==> run_1/final_clocks.png <==
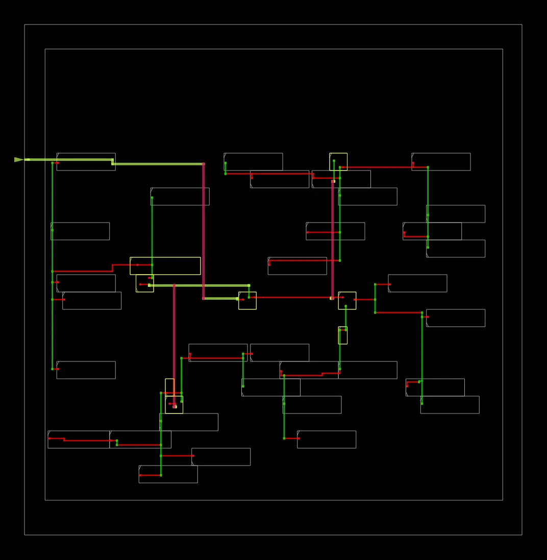
==> run_1/wire_density.png <==
The bar under the picture is 20 um long. The die is cut into 16 by 16 equal tiles; white is low, dark blue is high, scaled to the fullest tile. Values are wire area over tile area, all layers added.
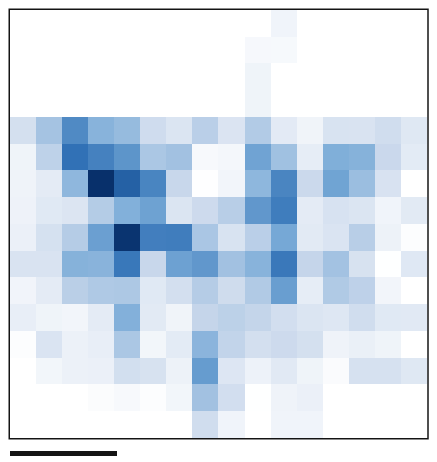
==> run_1/met3.png <==
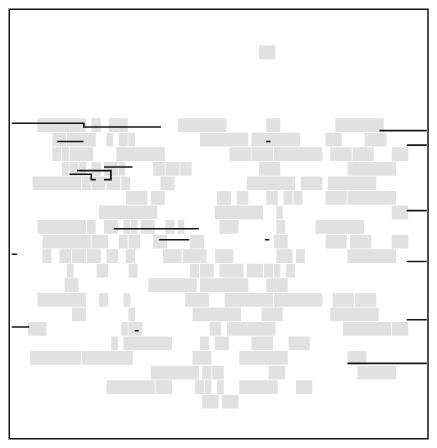
==> run_1/zoom.png <==
Region (19, 20) to (59, 60) um. Cells in gray, sequential cells in the stronger gray; small squares are vias.
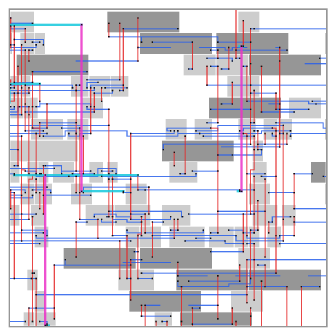
<file path="src/rtl/uart_rx.sv">
// ---------------------------------------------------------------------------
// uart_rx -- 8N1 UART receiver with a valid/ready byte output.
//
// The serial line is synchronized, then a single FSM finds the start edge,
// confirms it at mid-bit, samples eight data bits LSB first at mid-bit and
// checks the stop bit. A good byte is presented one cycle after the stop
// sample and is held until the consumer takes it.
//
// Parameters
//   CLKS_PER_BIT : clk cycles per UART bit period (4..65535)
//
// Ports
//   clk       in   system clock, rising edge
//   rst       in   asynchronous active-low reset
//   rx        in   asynchronous serial line, idle high
//   rx_data   out  received byte, stable while rx_valid=1
//   rx_valid  out  rx_data holds an unconsumed byte
//   rx_ready  in   consumer accepts the byte when rx_valid=1
//   frame_err out  one-cycle pulse when a stop bit is sampled low
//   overrun   out  sticky, set when a completed byte had to be dropped
//   busy      out  FSM is not idle
// ---------------------------------------------------------------------------
module uart_rx #(
    parameter int CLKS_PER_BIT = 16
) (
    input  logic       clk,
    input  logic       rst,
    input  logic       rx,
    output logic [7:0] rx_data,
    output logic       rx_valid,
    input  logic       rx_ready,
    output logic       frame_err,
    output logic       overrun,
    output logic       busy
);

    localparam int CNT_W = $clog2(CLKS_PER_BIT);
    localparam logic [CNT_W-1:0] CNT_HALF = CNT_W'(CLKS_PER_BIT / 2);
    localparam logic [CNT_W-1:0] CNT_LAST = CNT_W'(CLKS_PER_BIT - 1);

    typedef enum logic [2:0] {
        S_IDLE,
        S_START,
        S_DATA,
        S_STOP,
        S_WAIT_HIGH
    } state_t;

    logic             r_sync1;
    logic             r_sync2;
    state_t           r_state;
    logic [CNT_W-1:0] r_cnt;
    logic [2:0]       r_idx;
    logic [7:0]       r_shift;
    logic             r_dlv;
    logic [7:0]       r_rx_data;
    logic             r_rx_valid;
    logic             r_frame_err;
    logic             r_overrun;

    logic             w_rx_s;
    logic             w_xfer;

    assign w_rx_s = r_sync2;
    assign w_xfer = r_rx_valid & rx_ready;

    // Synchronizer flops reset to 1 so a reset never looks like a start edge
    // unless the line itself is actually low.
    always_ff @(posedge clk or negedge rst) begin
        if (!rst) begin
            r_sync1 <= 1'b1;
            r_sync2 <= 1'b1;
        end else begin
            // NOTE: non-blocking assignments keep this a two-stage shift;
            // blocking ones would collapse it into a single flop.
            r_sync1 <= rx;
            r_sync2 <= r_sync1;
        end
    end

    // Receive FSM. The counter restarts at every sample point, so each
    // sample is exactly CLKS_PER_BIT cycles after the previous one.
    always_ff @(posedge clk or negedge rst) begin
        if (!rst) begin
            r_state     <= S_IDLE;
            r_cnt       <= '0;
            r_idx       <= 3'd0;
            r_shift     <= 8'h00;
            r_dlv       <= 1'b0;
            r_frame_err <= 1'b0;
        end else begin
            r_dlv       <= 1'b0;
            r_frame_err <= 1'b0;
            case (r_state)
                S_IDLE: begin
                    r_cnt <= '0;
                    r_idx <= 3'd0;
                    if (!w_rx_s) begin
                        r_state <= S_START;
                    end
                end
                S_START: begin
                    if (r_cnt == CNT_HALF) begin
                        r_cnt <= '0;
                        // A line back high at mid-bit was only a glitch.
                        r_state <= w_rx_s ? S_IDLE : S_DATA;
                    end else begin
                        r_cnt <= r_cnt + 1'b1;
                    end
                end
                S_DATA: begin
                    if (r_cnt == CNT_LAST) begin
                        r_cnt          <= '0;
                        r_shift[r_idx] <= w_rx_s;
                        r_idx          <= r_idx + 3'd1;
                        if (r_idx == 3'd7) begin
                            r_state <= S_STOP;
                        end
                    end else begin
                        r_cnt <= r_cnt + 1'b1;
                    end
                end
                S_STOP: begin
                    if (r_cnt == CNT_LAST) begin
                        r_cnt <= '0;
                        if (w_rx_s) begin
                            r_dlv   <= 1'b1;
                            r_state <= S_IDLE;
                        end else begin
                            r_frame_err <= 1'b1;
                            r_state     <= S_WAIT_HIGH;
                        end
                    end else begin
                        r_cnt <= r_cnt + 1'b1;
                    end
                end
                S_WAIT_HIGH: begin
                    // A break or bad stop must end before a new start edge
                    // can be recognized.
                    if (w_rx_s) begin
                        r_state <= S_IDLE;
                    end
                end
                default: r_state <= S_IDLE;
            endcase
        end
    end

    // Output holding register with valid/ready handshake and overrun flag.
    always_ff @(posedge clk or negedge rst) begin
        if (!rst) begin
            r_rx_data  <= 8'h00;
            r_rx_valid <= 1'b0;
            r_overrun  <= 1'b0;
        end else if (r_dlv) begin
            if (!r_rx_valid || w_xfer) begin
                // Empty holder, or the old byte leaves this same cycle.
                r_rx_data  <= r_shift;
                r_rx_valid <= 1'b1;
            end else begin
                // Holder still occupied: the new byte is lost.
                r_overrun <= 1'b1;
            end
        end else if (w_xfer) begin
            r_rx_valid <= 1'b0;
            r_overrun  <= 1'b0;
        end
    end

    assign rx_data   = r_rx_data;
    assign rx_valid  = r_rx_valid;
    assign frame_err = r_frame_err;
    assign overrun   = r_overrun;
    assign busy      = (r_state != S_IDLE);

endmodule

</file>
<file path="config.mk">
export PLATFORM = sky130hd
export DESIGN_NAME = uart_rx
export DESIGN_NICKNAME = d
export VERILOG_FILES = /design/src/rtl/uart_rx.sv
export SDC_FILE = /design/constraint.sdc
export NUM_CORES = 1
export LEC_CHECK = 0
export CORE_AREA = 3 3 75 77
export CTS_BUF_LIST = sky130_fd_sc_hd__clkbuf_4
export DETAILED_ROUTE_END_ITERATION = 7
export DIE_AREA = 0 0 78 80
export HOLD_SLACK_MARGIN = 0.1
export PLACE_DENSITY = 0.46
export REMOVE_ABC_BUFFERS = 1
export SYNTH_ARGS = -nofsm -noshare
export SYNTH_HDL_FRONTEND = slang
export SYNTH_SLANG_ARGS = --single-unit
</file>
<file path="constraint.sdc">
create_clock -name clk -period 1.8 [get_ports clk]
set_clock_uncertainty 0.15 [all_clocks]
set_input_delay 0.45 -clock clk [delete_from_list [all_inputs] [get_ports clk]]
set_output_delay 0.45 -clock clk [all_outputs]
set_load 0.01 [all_outputs]
</file>
==> job_summary.md, run 1 <==
### Metrics collected by this job

| Metric | Value |
|---|---|
| Flops after synth | `32` |
| Logic area | `613 um^2` |
| Setup Viol. Count Final | `1` |
| Crit. path cell count | `2` |
| Post-CTS sizing | `15` |
| Delay-heaviest family, CP | `flip-flops` |
| Largest cell class by area | `flip-flops and latches` |
| Row count | `26` |
| Xor/xnor share | `0%` |
| Number of flops mapped to enable cells by yosys | `0` |
| Worst path cell trace | `or3_1, buf_2` |
| Post-synth seq share | `between 50% and 60%` |
| Port Buffers | `15` |
| Hold buffer count at cts | `0` |
| Least-Margin Pin Slew | `0.369 ns` |
| Top comb family, area | `simple AND/OR/NAND/NOR gates` |
| Seq/total area | `44.2%` |
| Initial drt markers | `29` |
| Critical Path Start Type | `flip-flop` |
| GRT busiest layer | `met2` |
| Origin of the worst setup path | `r_state[2]$_DFFE_PN0P_` |
| Most common cell in the netlist | `dfrtp_1` |
| NetSw | `between 0.5 and 0.6 mW` |
| H-tree Lvls | `2` |
| CP bufs+invs | `1` |
| Post-synthesis adder-cell area fraction | `3.39%` |
| Max Used Layer | `met4` |
| Final instance area | `0.00182 mm^2` |
| R2r worst-path depth | `4` |
| CTS root buf | `clkbuf_4` |
| Switching Share | `30.1%` |
| Post-synth mux share | `12.9%` |
| Worst hold start | `r_sync1$_DFF_PN1_` |
| Met1 WL | `1.30 mm` |
| Reg-to-Reg Start | `r_cnt[0]$_DFFE_PN0P_` |
| Met2 WL post-DR | `around 1.3 mm` |
| CP Data Required Time | `1.20 ns` |
| Clock share of power | `about 29%` |
| Grt ovf | `0` |
| Sequential share of power | `between 40% and 50%` |
| Avg Cell Area, Syn | `11.8 um^2` |
| Share of layout cells above drive strength 1 | `23.8%` |
| Mapped Area | `0.00148 mm^2` |
| CP Capture Type | `output port` |
| Combinational fraction of design power | `24.3%` |
| PnR worst setup slack | `-0.00653 ns` |
| Total power | `1.83 mW` |
| Simple-Gate Area Share | `between 15 and 20%` |
| Met2 Track Usage GR | `16.5%` |
| Violated checks | `negative setup slack` |
| Buffering overhead | `11.9%` |
| Largest net degree at the start of global routing | `33` |
| Combinational share of cell area | `between 30% and 40%` |
| Layout Cells excl Fill | `about 220` |
| CTS tree | `done` |
| N_diodes | `0` |
| Post-CTS Setup Bufs | `2` |
| WHS | `0.211 ns` |
| Top cell excl fill/tap | `dfrtp_1` |
| Most common library cells after synthesis | `dfrtp_1 (30), mux2_2 (11), nand3_1 (10), o21ai_0 (8), inv_1 (6)` |
| Clock buffer cells | `5` |
| 1st-pass router iterations | `4` |
| Slew HR | `approximately 75%` |
| Worst VDD drop | `0.812 mV` |
| Top cells by area, synth | `dfrtp_1 (51%), mux2_2 (8.4%), mux2_1 (3.8%)` |
| HPWL after detailed placement | `1.91 mm` |
| Power Density | `1010 mW/mm^2` |
| Status | `finished, violations left` |
| Cells in synth_stat.txt | `125` |
| Core Area | `0.00507 mm^2` |
| Yosys Chip Area | `0.00148 mm^2` |
| Maximum clock path buffer count | `2` |
| Static leakage | `~0.9 nW` |
| Final-stage net count | `158` |
| Main synth FF type | `dfrtp_1` |
| Worst R2R End | `r_shift[5]$_DFFE_PN0P_` |
| Comb pwr | `0.445 mW` |
| Critical Path AT | `1.21 ns` |
| P_seq | `roughly 0.86 mW` |
| Worst-path fanout max | `2` |
| Gpl congestion | `0.808` |
| Synth top area share | `50.8%` |
| Die height | `80 um` |
| Place WS | `-0.0772 ns` |
Notes on final_clocks.png above:
Seq cells: 32
clk pwr: 0.525 mW
Inserted Clock Buffers: 5
Latency at later pin: 0.33 ns
TritonCTS Sinks: 32

Notes on wire_density.png above:
The fullest tile reaches 0.41. The emptiest ninth of the die: top right. 35% of the tiles are nearly empty. The mean over all tiles is 0.069. 9.4% of the tiles are over half the peak.
routed len/inst: 12.4 um
total track usage: 10.4%
via count: 1,007

Notes on met3.png above:
The layer holds 4.2% of the routed length. The layer carries 115 um of wire. 14 nets have wire on it. The wires run mostly horizontal.
met3 usage: 3.27%
final wirelength: 2.75 mm

Notes on zoom.png above:
Key: met4 = magenta; met2 = red; met3 = cyan; met1 = blue
Most frequent: dfrtp_1 (13), nand3_1 (8). Netlist names of flops here include r_shift (4), r_idx (3), rx_data (3). 72 logic cells have their middle in the window. Sequential cells in the window: 13.

==> inputs of run 2 (changes only) <==
Settings changed: CTS_BUF_LIST sky130_fd_sc_hd__clkbuf_4 to sky130_fd_sc_hd__clkbuf_8.
==> run_2/final_clocks.png <==
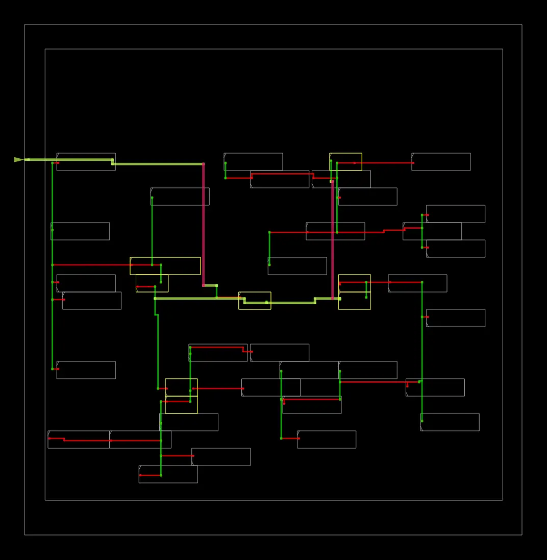
Clock buffer cells: 7
clk pwr: 0.739 mW

==> run_2/zoom.png <==
Region (19, 20) to (59, 60) um. Cells in gray, sequential cells in the stronger gray; small squares are vias.
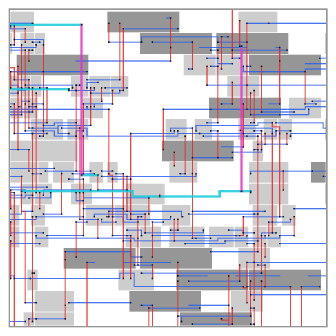
Key: met2 = red; met3 = cyan; met4 = magenta; met1 = blue
Sequential cells in the window: 13. Netlist names of flops here include r_shift (4), r_idx (3), rx_data (3). 72 logic cells have their middle in the window. Most frequent: dfrtp_1 (13), nand3_1 (8), clkbuf_8 (7).

==> run_2/wire_density.png <==
The bar under the picture is 20 um long. The die is cut into 16 by 16 equal tiles; white is low, dark blue is high, scaled to the fullest tile. Values are wire area over tile area, all layers added.
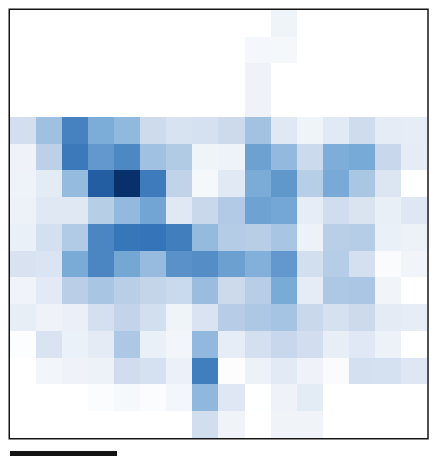
The emptiest ninth of the die: top right. The mean over all tiles is 0.069. 33% of the tiles are nearly empty.
total track usage: 10.3%
final wirelength: 2.76 mm
routed len/inst: 12.5 um

==> run 2 against run 1 <==
Net effect:
- the run now ends clean
- clock power grew 41%
- power grew 12%
- design area grew 4.2%
- core utilization grew 1.5 points
- synthesized cell count is the same
- highest routed layer unchanged
- largest cell class unchanged
- global-route usage is essentially flat
- sequential share of layout area shrank 1.8 points
- sequential power grew 0.5%
==> job_summary.md, run 2 <==
### Metrics collected by this job

| Metric | Value |
|---|---|
| Status | `completed` |
| Max-cap violations | `0` |
| Latency at later pin | `0.28 ns` |
| Combinational fraction of design power | `21.7%` |
| Max Used Layer | `met4` |
| Met2 Track Usage GR | `roughly 16%` |
| Achievable Freq | `0.568 GHz` |
| Register-to-Register Setup Slack | `between 0.1 and 0.15 ns` |
| Worst hold start | `r_sync1$_DFF_PN1_` |
| CP Capture Type | `output port` |
| Worst-path fanout max | `2` |
| Main power group | `sequential cells` |
| CP Data Required Time | `1.20 ns` |
| Final Hold Viols | `0` |
| Hold buffer count at cts | `0` |
| H-tree Lvls | `2` |
| Init Core Util | `29.1%` |
| Drt via density | `about 4.5` |
| Crit. path cell count | `2` |
| Met1 WL | `roughly 1.3 mm` |
| Worst VDD drop | `around 0.83 mV` |
| Worst path max stage delay | `0.38 ns` |
| Post-synthesis adder-cell area fraction | `3.39%` |
| Xor/xnor share | `0%` |
| Met3 usage | `~3.4%` |
| Post-synth mux share | `between 10 and 15%` |
| Final-stage net count | `157` |
| Simple-Gate Area Share | `15.5%` |
| Clock share of power | `36.1%` |
| GRT busiest layer | `met2` |
| Post-CTS sizing | `5` |
| Library cells used by synthesis | `33` |
| Synth top area share | `around 50%` |
| Async SR Flop Fraction | `100%` |
| Syn-to-layout area delta | `28.3%` |
| Mapped Area | `0.00148 mm^2` |
| HPWL after detailed placement | `1.91 mm` |
| Static leakage | `1.00 nW` |
| Largest net degree at the start of global routing | `33` |
| Reg clk slew, reported paths | `0.06 ns` |
| Largest cell class by area | `flip-flops and latches` |
| R2r worst-path depth | `4` |
| Reg area | `803 um^2` |
| Slew Viols, Final | `0` |
| CTS tree | `done` |
| Reg-to-Reg Start | `r_cnt[0]$_DFFE_PN0P_` |
| CTS root buf | `clkbuf_8` |
| Setup Viol. Count Final | `0` |
| Port Buffers | `15` |
| Delay-heaviest family, CP | `flip-flops` |
| Maximum clock path buffer count | `2` |
| Power Density | `between 1000 and 1500 mW/mm^2` |
| Slew HR | `approximately 74%` |
| Least-Margin Pin Slew | `roughly 0.38 ns` |
| Core Area | `0.00507 mm^2` |
| Yosys top cell by area | `dfrtp_1` |
| Initial drt markers | `35` |
| Signal inverters | `6` |
| Dpl cell area | `0.00174 mm^2` |
| Final Critical Period | `approximately 1.8 ns` |
| Gpl congestion | `0.808` |
| Switching Share | `27.4%` |
| Via count | `a little under 1,000` |
| Top comb family, area | `simple AND/OR/NAND/NOR gates` |
| Die footprint | `between 0.006 and 0.007 mm^2` |
| Post-Route Utilization | `37.3%` |
| Number of global-route vias before repair | `between 1,000 and 1,500` |
| Cells in synth_stat.txt | `125` |
| Cells after synthesis | `125` |
| Main synth FF type | `dfrtp_1` |
| Most common cell in the netlist | `dfrtp_1` |
| Share of layout cells above drive strength 1 | `24.7%` |
| TritonCTS Sinks | `32` |
| Combinational share of cell area | `32.4%` |
| Met2 WL post-DR | `1.28 mm` |
| CP bufs+invs | `1` |
| Seq cells | `32` |
| Comb pwr | `approximately 0.44 mW` |
| Sequential share of power | `around 42%` |
| Clk cell area share | `6.67%` |
| Flops after synth | `32` |
| Seq/total area | `42.4%` |
| Final instance area | `~0.0019 mm^2` |
| Critical Path AT | `approximately 1.2 ns` |
| Most common library cells after synthesis | `dfrtp_1 (30), mux2_2 (11), nand3_1 (10), o21ai_0 (8), inv_1 (6)` |
| DP Cell Count | `211` |
| Worst path cell trace | `or3_1, buf_2` |
| Place WS | `-0.0772 ns` |
| Post-CTS Setup Bufs | `0` |
| P_seq | `0.866 mW` |
| Logic area | `613 um^2` |
| Yosys Chip Area | `0.00148 mm^2` |
| Synthesis warning total | `0` |
| NetSw | `around 0.56 mW` |
| Top cell excl fill/tap | `dfrtp_1` |
| Critical Path Start Type | `flip-flop` |
| Grt ovf | `0` |
| CP max stage cell | `dfrtp_1` |
| PnR worst setup slack | `a little under 0.04 ns` |
| Top cells by area, synth | `dfrtp_1 (51%), mux2_2 (8.4%), mux2_1 (3.8%)` |
| Top Layout Cells | `dfrtp_1 (30), mux2_2 (11), nand3_1 (10), o21ai_0 (8), dlymetal6s2s_1 (8)` |
| Worst R2R End | `r_shift[5]$_DFFE_PN0P_` |
| Compound-Gate Fraction of Synth Area | `9.58%` |
| N_diodes | `0` |
| Total power | `2.05 mW` |
| Die height | `80 um` |
| Buffering overhead | `12.7%` |
| Post-route DRC | `0` |
| Post-synth seq share | `54.4%` |
| Number of flops mapped to enable cells by yosys | `0` |
| TNS Setup | `0 ns` |
| Inserted Clock Buffers | `5` |
| Layout Cells excl Fill | `220` |
| 1st-pass router iterations | `4` |
| Initial antenna violation count | `0` |
| Avg Cell Area, Syn | `11.8 um^2` |
| OpenROAD warning count | `27` |
| WHS | `around 0.2 ns` |
| Origin of the worst setup path | `r_state[1]$_DFFE_PN0P_` |
| Row count | `26` |
==> inputs of run 3 (changes only) <==
Settings changed: SKIP_LAST_GASP from default to 1.
==> run_3/zoom.png <==
Region (19, 20) to (59, 60) um. Cells in gray, sequential cells in the stronger gray; small squares are vias.
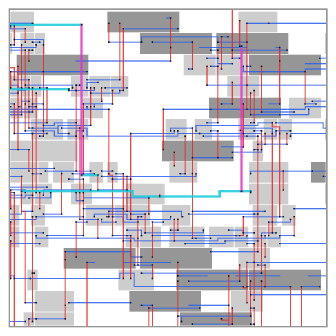
Key: met4 = magenta; met3 = cyan; met1 = blue; met2 = red
Sequential cells in the window: 13. 72 logic cells have their middle in the window. Netlist names of flops here include r_shift (4), r_idx (3), rx_data (3). Most frequent: dfrtp_1 (13), nand3_1 (8), clkbuf_8 (7).

==> run_3/final_clocks.png <==
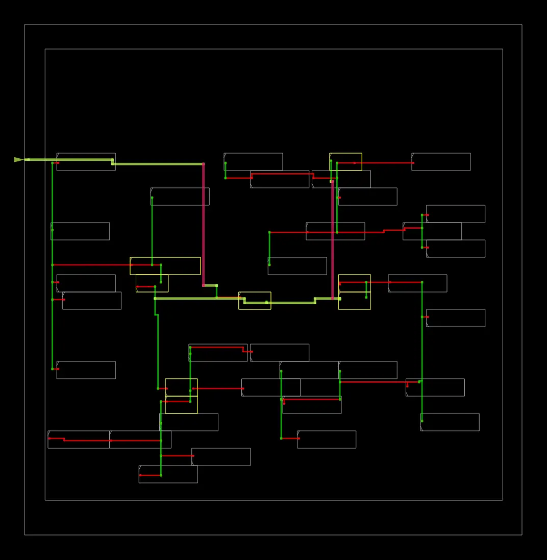
Latency at later pin: 0.28 ns

==> run_3/wire_density.png <==
The bar under the picture is 20 um long. The die is cut into 16 by 16 equal tiles; white is low, dark blue is high, scaled to the fullest tile. Values are wire area over tile area, all layers added.
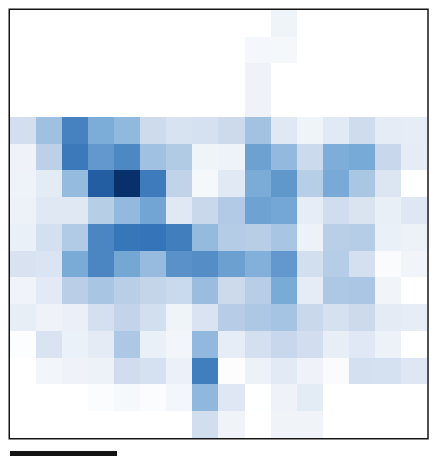
33% of the tiles are nearly empty. The emptiest ninth of the die: top right. The mean over all tiles is 0.069.
via count: 990

==> run 3 against run 2 <==
Net effect:
- critical path depth stayed put
- flip-flop count stayed put
- power stayed put
- routed wire length stayed put
- synthesized area stayed put
- global-route usage stayed put
- non-clock buffer count stayed put
- clock power hardly changed
- critical path type unchanged
- largest cell class unchanged
- largest power group unchanged
==> job_summary.md, run 3 <==
### Metrics collected by this job

| Metric | Value |
|---|---|
| Reg-to-Reg Start | `r_cnt[0]$_DFFE_PN0P_` |
| Final Critical Period | `1.76 ns` |
| PnR worst setup slack | `0.0384 ns` |
| GRT busiest layer | `met2` |
| Switching Share | `27.4%` |
| CP Data Required Time | `1.20 ns` |
| Hold buffer count at cts | `0` |
| Post-synth mux share | `~13%` |
| Largest net degree at the start of global routing | `33` |
| Worst R2R End | `r_shift[5]$_DFFE_PN0P_` |
| Top comb family, area | `simple AND/OR/NAND/NOR gates` |
| Seq/total area | `42.4%` |
| Combinational fraction of design power | `21.7%` |
| Post-Route Utilization | `a little under two fifths` |
| Worst path cell trace | `or3_1, buf_2` |
| Avg Cell Area, Syn | `between 10 and 15 um^2` |
| Total track usage | `10.3%` |
| NetSw | `0.562 mW` |
| Logic area | `approximately 610 um^2` |
| Top cell excl fill/tap | `dfrtp_1` |
| Cells after synthesis | `125` |
| CTS tree | `done` |
| TNS Setup | `0 ns` |
| Clock buffer cells | `7` |
| R2r worst-path depth | `4` |
| Slew HR | `74.2%` |
| Final Hold Viols | `0` |
| Combinational share of cell area | `about a third` |
| Max Used Layer | `met4` |
| Syn-to-layout area delta | `28.3%` |
| WHS | `~0.21 ns` |
| Post-CTS Setup Bufs | `0` |
| OpenROAD warning count | `27` |
| Die height | `approximately 80 um` |
| Gpl congestion | `around 0.8` |
| Final instance area | `0.00189 mm^2` |
| Top cells by area, synth | `dfrtp_1 (51%), mux2_2 (8.4%), mux2_1 (3.8%)` |
| Final wirelength | `2.76 mm` |
| Worst hold start | `r_sync1$_DFF_PN1_` |
| Inserted Clock Buffers | `5` |
| Share of layout cells above drive strength 1 | `between 20% and 30%` |
| CTS root buf | `clkbuf_8` |
| Flops after synth | `32` |
| Yosys top cell by area | `dfrtp_1` |
| 1st-pass router iterations | `4` |
| Mapped Area | `roughly 0.0015 mm^2` |
| Critical Path AT | `1.16 ns` |
| Reg area | `803 um^2` |
| Register-to-Register Setup Slack | `0.12 ns` |
| Worst VDD drop | `~0.83 mV` |
| Met3 usage | `3.39%` |
| Delay-heaviest family, CP | `flip-flops` |
| Row count | `26` |
| Port Buffers | `15` |
| Yosys Chip Area | `roughly 0.0015 mm^2` |
| Static leakage | `between 1 and 1.5 nW` |
| Critical Path Start Type | `flip-flop` |
| P_seq | `0.866 mW` |
| Power Density | `1080 mW/mm^2` |
| Slew Viols, Final | `0` |
| Routed len/inst | `about 13 um` |
| Setup Viol. Count Final | `0` |
| Cells in synth_stat.txt | `125` |
| Max-cap violations | `0` |
| Core Area | `0.00507 mm^2` |
| Largest cell class by area | `flip-flops and latches` |
| Status | `completed` |
| Maximum clock path buffer count | `2` |
| Dpl cell area | `0.00174 mm^2` |
| Simple-Gate Area Share | `between 10% and 20%` |
| CP max stage cell | `dfrtp_1` |
| Signal inverters | `6` |
| Number of global-route vias before repair | `1,049` |
| Place WS | `-0.0772 ns` |
| Most common cell in the netlist | `dfrtp_1` |
| HPWL after detailed placement | `1.91 mm` |
| Met1 WL | `1.33 mm` |
| Sequential share of power | `42.3%` |
| Grt ovf | `0` |
| Clock share of power | `36.1%` |
| TritonCTS Sinks | `32` |
| Post-route DRC | `0` |
| Post-synthesis adder-cell area fraction | `3.39%` |
| Initial antenna violation count | `0` |
| Post-CTS sizing | `5` |
| Post-synth seq share | `54.4%` |
| Clk cell area share | `6.67%` |
| Total power | `~2 mW` |
| Async SR Flop Fraction | `100%` |
| Xor/xnor share | `0%` |
| Synth top area share | `50.8%` |
| Number of flops mapped to enable cells by yosys | `0` |
| Clk pwr | `0.739 mW` |
| Crit. path cell count | `2` |
| Most common library cells after synthesis | `dfrtp_1 (30), mux2_2 (11), nand3_1 (10), o21ai_0 (8), inv_1 (6)` |
| Reg clk slew, reported paths | `0.06 ns` |
| Die footprint | `0.00624 mm^2` |
| Drt via density | `4.50` |
| Met2 Track Usage GR | `16.4%` |
| Synthesis warning total | `0` |
| Achievable Freq | `roughly 0.57 GHz` |
| H-tree Lvls | `2` |
| Main synth FF type | `dfrtp_1` |
| Init Core Util | `29.1%` |
| Initial drt markers | `35` |
| Worst-path fanout max | `2` |
| Met2 WL post-DR | `1.28 mm` |
| Compound-Gate Fraction of Synth Area | `9.58%` |
| Layout Cells excl Fill | `~220` |
| DP Cell Count | `~210` |
| Origin of the worst setup path | `r_state[1]$_DFFE_PN0P_` |
| Top Layout Cells | `dfrtp_1 (30), mux2_2 (11), nand3_1 (10), o21ai_0 (8), dlymetal6s2s_1 (8)` |
| CP Capture Type | `output port` |
| Seq cells | `32` |
Power figures rest on the tool's default switching activity, not on a simulated workload.
